[src/rtl/cpu_types_pkg.sv]
// Shared CPU memory-system types: RAM handshake state, machine word and arbiter state.
package cpu_types_pkg;

  typedef logic [31:0] word_t;

  typedef enum logic [1:0] {
    FREE,
    BUSY,
    ACCESS,
    ERROR
  } ramstate_t;

  typedef enum logic [1:0] {
    IDLE,
    IGRANT,
    DGRANT,
    ERR
  } arb_state_t;

  localparam int unsigned ARB_DATA_PRIO_MAX = 4;
  localparam int unsigned ARB_TIMEOUT       = 16;

endpackage

[src/rtl/arb_sat_counter.sv]
// Saturating up-counter with synchronous clear and enable; tc_o flags the saturation value.
module arb_sat_counter #(
  parameter int unsigned Width = 4,
  parameter int unsigned Max   = 15
) (
  input  logic clk_i,
  input  logic rst_i,
  input  logic clr_i,
  input  logic en_i,
  output logic tc_o
);

  localparam logic [Width-1:0] MaxVal = Width'(Max);

  logic [Width-1:0] cnt_q, cnt_d;

  always_comb begin
    cnt_d = cnt_q;
    if (clr_i) begin
      cnt_d = '0;
    end else if (en_i && (cnt_q != MaxVal)) begin
      cnt_d = cnt_q + 1'b1;
    end
  end

  always_ff @(posedge clk_i) begin
    if (rst_i) begin
      cnt_q <= '0;
    end else begin
      cnt_q <= cnt_d;
    end
  end

  assign tc_o = (cnt_q == MaxVal);

endmodule

[src/rtl/memory_arbiter.sv]
// Single-port RAM arbiter: data requests win, instruction fetch is forced after a bounded
// run of data grants, and a stalled or faulting RAM latches a sticky error.
module memory_arbiter
  import cpu_types_pkg::*;
#(
  parameter int unsigned DATA_PRIO_MAX = ARB_DATA_PRIO_MAX,
  parameter int unsigned TIMEOUT       = ARB_TIMEOUT
) (
  input  logic      CLK,
  input  logic      RST,
  input  logic      iREN,
  input  word_t     iaddr,
  output logic      iwait,
  output word_t     iload,
  input  logic      dREN,
  input  logic      dWEN,
  input  word_t     daddr,
  input  word_t     dstore,
  output logic      dwait,
  output word_t     dload,
  output logic      ramREN,
  output logic      ramWEN,
  output word_t     ramaddr,
  output word_t     ramstore,
  input  word_t     ramload,
  input  ramstate_t ramstate,
  output logic      arb_err
);

  localparam int unsigned StarveW = $clog2(DATA_PRIO_MAX + 1);
  localparam int unsigned TmoW    = (TIMEOUT > 1) ? $clog2(TIMEOUT) : 1;

  arb_state_t state_q, state_d;
  logic       d_req;
  logic       starve_clr, starve_inc, starve_tc;
  logic       tmo_clr, tmo_en, tmo_tc;

  assign d_req = dREN | dWEN;

  arb_sat_counter #(
    .Width (StarveW),
    .Max   (DATA_PRIO_MAX)
  ) u_starve (
    .clk_i (CLK),
    .rst_i (RST),
    .clr_i (starve_clr),
    .en_i  (starve_inc),
    .tc_o  (starve_tc)
  );

  arb_sat_counter #(
    .Width (TmoW),
    .Max   (TIMEOUT - 1)
  ) u_tmo (
    .clk_i (CLK),
    .rst_i (RST),
    .clr_i (tmo_clr),
    .en_i  (tmo_en),
    .tc_o  (tmo_tc)
  );

  always_comb begin
    state_d    = state_q;
    iwait      = 1'b1;
    dwait      = 1'b1;
    iload      = '0;
    dload      = '0;
    ramREN     = 1'b0;
    ramWEN     = 1'b0;
    ramaddr    = '0;
    ramstore   = '0;
    starve_clr = 1'b0;
    starve_inc = 1'b0;
    tmo_clr    = 1'b0;
    tmo_en     = 1'b0;

    unique case (state_q)
      IDLE: begin
        tmo_clr = 1'b1;
        // starve_tc means starve_cnt has reached DATA_PRIO_MAX
        if (d_req && (!iREN || !starve_tc)) begin
          state_d    = DGRANT;
          starve_inc = iREN;
        end else if (iREN) begin
          state_d    = IGRANT;
          starve_clr = 1'b1;
        end
      end
      IGRANT: begin
        if (!iREN) begin
          state_d = IDLE;
        end else begin
          ramREN  = 1'b1;
          ramaddr = iaddr;
          case (ramstate)
            ACCESS: begin
              iwait   = 1'b0;
              iload   = ramload;
              state_d = IDLE;
            end
            ERROR:   state_d = ERR;
            default: begin
              tmo_en = 1'b1;
              if (tmo_tc) state_d = ERR;
            end
          endcase
        end
      end
      DGRANT: begin
        if (!d_req) begin
          state_d = IDLE;
        end else begin
          ramWEN   = dWEN;
          ramREN   = dREN & ~dWEN;
          ramaddr  = daddr;
          ramstore = dstore;
          case (ramstate)
            ACCESS: begin
              dwait   = 1'b0;
              dload   = ramload;
              state_d = IDLE;
            end
            ERROR:   state_d = ERR;
            default: begin
              tmo_en = 1'b1;
              if (tmo_tc) state_d = ERR;
            end
          endcase
        end
      end
      ERR:     state_d = ERR;
      default: state_d = IDLE;
    endcase

    // Reset kills an in-flight grant in the same cycle it is sampled
    if (RST) begin
      iwait    = 1'b1;
      dwait    = 1'b1;
      iload    = '0;
      dload    = '0;
      ramREN   = 1'b0;
      ramWEN   = 1'b0;
      ramaddr  = '0;
      ramstore = '0;
    end
  end

  always_ff @(posedge CLK) begin
    if (RST) begin
      state_q <= IDLE;
    end else begin
      state_q <= state_d;
    end
  end

  assign arb_err = (state_q == ERR) & ~RST;

endmodule

[config.mk]
export PLATFORM = sky130hd
export DESIGN_NAME = memory_arbiter
export DESIGN_NICKNAME = d
export VERILOG_FILES = /design/src/rtl/cpu_types_pkg.sv /design/src/rtl/arb_sat_counter.sv /design/src/rtl/memory_arbiter.sv
export SDC_FILE = /design/constraint.sdc
export NUM_CORES = 1
export LEC_CHECK = 0
export ABC_AREA = 1
export CAP_MARGIN = 20
export CELL_PAD_IN_SITES_DETAIL_PLACEMENT = 1
export CELL_PAD_IN_SITES_GLOBAL_PLACEMENT = 2
export CORE_ASPECT_RATIO = 2
export CORE_MARGIN = 4
export CORE_UTILIZATION = 10
export CTS_CLUSTER_DIAMETER = 100
export DETAILED_ROUTE_END_ITERATION = 16
export GPL_TIMING_DRIVEN = 0
export HOLD_SLACK_MARGIN = 0.1
export PLACE_DENSITY_LB_ADDON = 0.3
export SYNTH_ARGS = -nofsm -noshare
export SYNTH_HDL_FRONTEND = slang
export SYNTH_SLANG_ARGS = --single-unit
[constraint.sdc]
create_clock -name CLK -period 2.1 [get_ports CLK]
set_input_delay 0.42 -clock CLK [delete_from_list [all_inputs] [get_ports CLK]]
set_output_delay 0.42 -clock CLK [all_outputs]
set_load 0.03 [all_outputs]
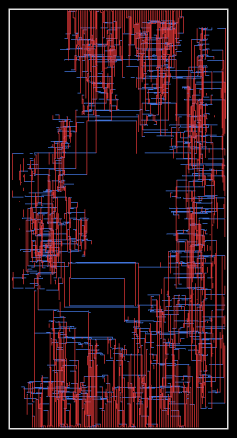
Fig. 1. Wiring by layer.
Drawn at 2 px/micron. Two of the layers only.
M1 -> blue  # wire length 4,620 microns
M2 -> red  # wire length 10,300 microns
DR vias: 3,539
final wirelength: 16,100 microns

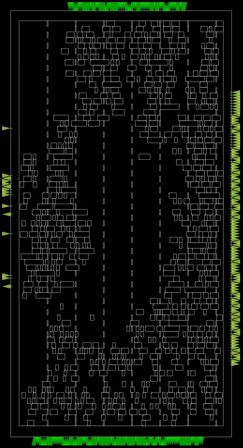
Fig. 2. Placement view.
sequential cell count: 9
filler cell count: 2,506
Core Util, Final: 28.4%
Core Area: 19,900 sq um

[registers in the layout, indices dropped and copies added, names as in the netlist]
signal,cells
state_q,2
u_starve.cnt_q,3
u_tmo.cnt_q,4
[worst paths after layout]
path,endpoint,from,slack [ns],cells after the start
hold reg to reg,u_tmo.cnt_q[3],u_tmo.cnt_q[3],0.50,2
hold / removal,u_tmo.cnt_q[3],u_tmo.cnt_q[3],0.50,2
setup / recovery,dload[17],state_q[0],0.0003,9
setup reg to reg,u_tmo.cnt_q[3],state_q[1],0.48,8
[cell type report]
type	instances	share of cell area (%)
Timing Repair Buffer	288	49.3
Multi-Input combinational cell	296	31.2
Tap cell	262	5.80
Buffer	21	4.98
Inverter	54	4.07
Sequential cell	9	3.28
Clock buffer	3	1.33
Clock inverter	1	0.0885
Antenna cell	1	0.0443
[repair_timing]
action,CTS,global route
pin swaps,9,23
endpoints found under the setup margin,133,105
gates resized,776,136
endpoints found under the hold margin,0,0
cloned,3,9
buffers inserted,8,3
[metal layers]
layer	global-route usage [%]	vias to the layer above
met5	0	-
met4	1.70	0
met3	1.48	12
met2	28.7	128
met1	10.5	1668
li1	-	1731
[cell usage in the layout, fill, tap and decap left out, types with 3 or more instances in the layout]
cell type	instances
clkdlybuf4s50_1	128
nand2_1	96
nor2_1	66
buf_4	51
buf_6	49
inv_1	43
buf_2	41
a21oi_2	26
nor2_2	24
nor2_4	21
nand2_2	11
clkbuf_16	11
a21oi_1	10
inv_2	7
buf_12	7
buf_8	7
dfxtp_1	7
nand3_1	5
o21ai_0	5
ha_1	5
nand2_4	4
dlygate4sd2_1	4
clkdlybuf4s15_2	4
clkbuf_4	3
o211ai_1	3
[worst min-delay path: cells and delay by family, from the launching register on]
kind            cells  cell delay (ns)
flops               1             0.32
compound gates      1             0.07
simple gates        1             0.06
[stage by stage]
| stage | utilization [%] | cells | setup slack (ns) |
|---|---|---|---|
| detailed placement | 25.2 | 908 | -0.968 |
| finish | 28.4 | 935 | 0.000273 |
| global placement | 25.2 | 908 | -0.951 |
| global route | 28.4 | 935 | -0.0823 |
| floorplan | - | 379 | 0.143 |
| CTS | 26.2 | 923 | -0.0583 |
[logic make-up (layout without fill, tap and decap cells)]
kind of cell | Yosys count | in the layout | share of synthesized area (%)
xor gates and xnor gates | 2 | 2 | 0.868
AOI/OAI and AO/OA | 47 | 47 | 12.3
buffers and inverters | 75 | 367 | 19.1
and+or+nand+nor | 239 | 240 | 54.5
adders and majority gates | 7 | 7 | 4.34
DFF | 9 | 9 | 8.92
other | 0 | 1 | 0
[power by group]
part / switching (mW) / internal [mW]
Clock: 0.0937 / 0.252
Sequential: 0.0258 / 0.196
Combinational: 0.914 / 0.772
Total: 1.03 / 1.22
==> results.json <==
{
  "status": "finished clean",
  "cts_hold_buf": 0,
  "synthTopCellsByArea": "nand2_1 20%, nor2_1 13%, nor2_2 12%, a21oi_1 9.2%, dfxtp_1 8.9%",
  "synth_warnings": 0,
  "syn_area_sq_um": 2020,
  "firstDrtPassIters": 4,
  "edf_count": 0,
  "grt_pass1_vias": 3659,
  "clk_path_buf_depth": 2,
  "post-route-cell-area_sq_um": 5650,
  "die_height_microns": 209,
  "hold-worst-slack_ns": 0.502,
  "place_hpwl_microns": 13000,
  "worstSetupPathType": "register to output pin",
  "synthFlopType": "dfxtp_1",
  "common_cells": "109 x nand2_1, 71 x nor2_1, 46 x inv_1",
  "totalNegativeSetupSlack_ns": 0,
  "cp-end-kind": "output pin",
  "numCtsBuffers": 3,
  "slew_viol_final": 0,
  "skew_ns": 0.00591,
  "gp_congestion": 0.747,
  "top_area_cell": "nand2_1",
  "hold_violations": 0,
  "rsz0062_at_grt": "true",
  "wl_met2_microns": 10300,
  "cp_top_family": "buffers and inverters",
  "setup_viol": 0,
  "critical_path_required_ns": 1.68,
  "met3_length_microns": 983,
  "worst-path-buf-inv": 5,
  "min_period_ns": 2.10,
  "start_kind": "register",
  "ys_cells": 379,
  "cp_cell_sequence": "inv_2 > ha_4 > inv_2 > nor2_4 > nand3_4 > buf_12 > buf_12 > nor2_4 > buf_6",
  "p_per_area_nw_per_um2": 398,
  "cts-root-buf": "clkbuf_16",
  "dr.max_layer_used": "met4",
  "area_growth_syn_to_layout_pct": 180,
  "top_cell": "nand2_1",
  "antenna_left": 0,
  "die_area_sq_um": 22700,
  "cap_viol_max_count": 0,
  "drc": 0,
  "slew_headroom_pct": 70.5,
  "ys_chip_area_sq_um": 2020,
  "warnings": 32,
  "synth.distinct_cells": 30,
  "synth_flop_count": 9,
  "fp-utilization_pct": 10.1,
  "clock_latency_ns": 0.24,
  "worst_pin_slew_ns": 0.438,
  "tritoncts": "yes",
  "p_leak_nw": 2.56,
  "drt_iter0_markers": 99,
  "die_w_microns": 108,
  "final_nets": 815,
  "hold_class": "register to register",
  "slowest_stage": "dfxtp_2",
  "synth.net_count": 521
}
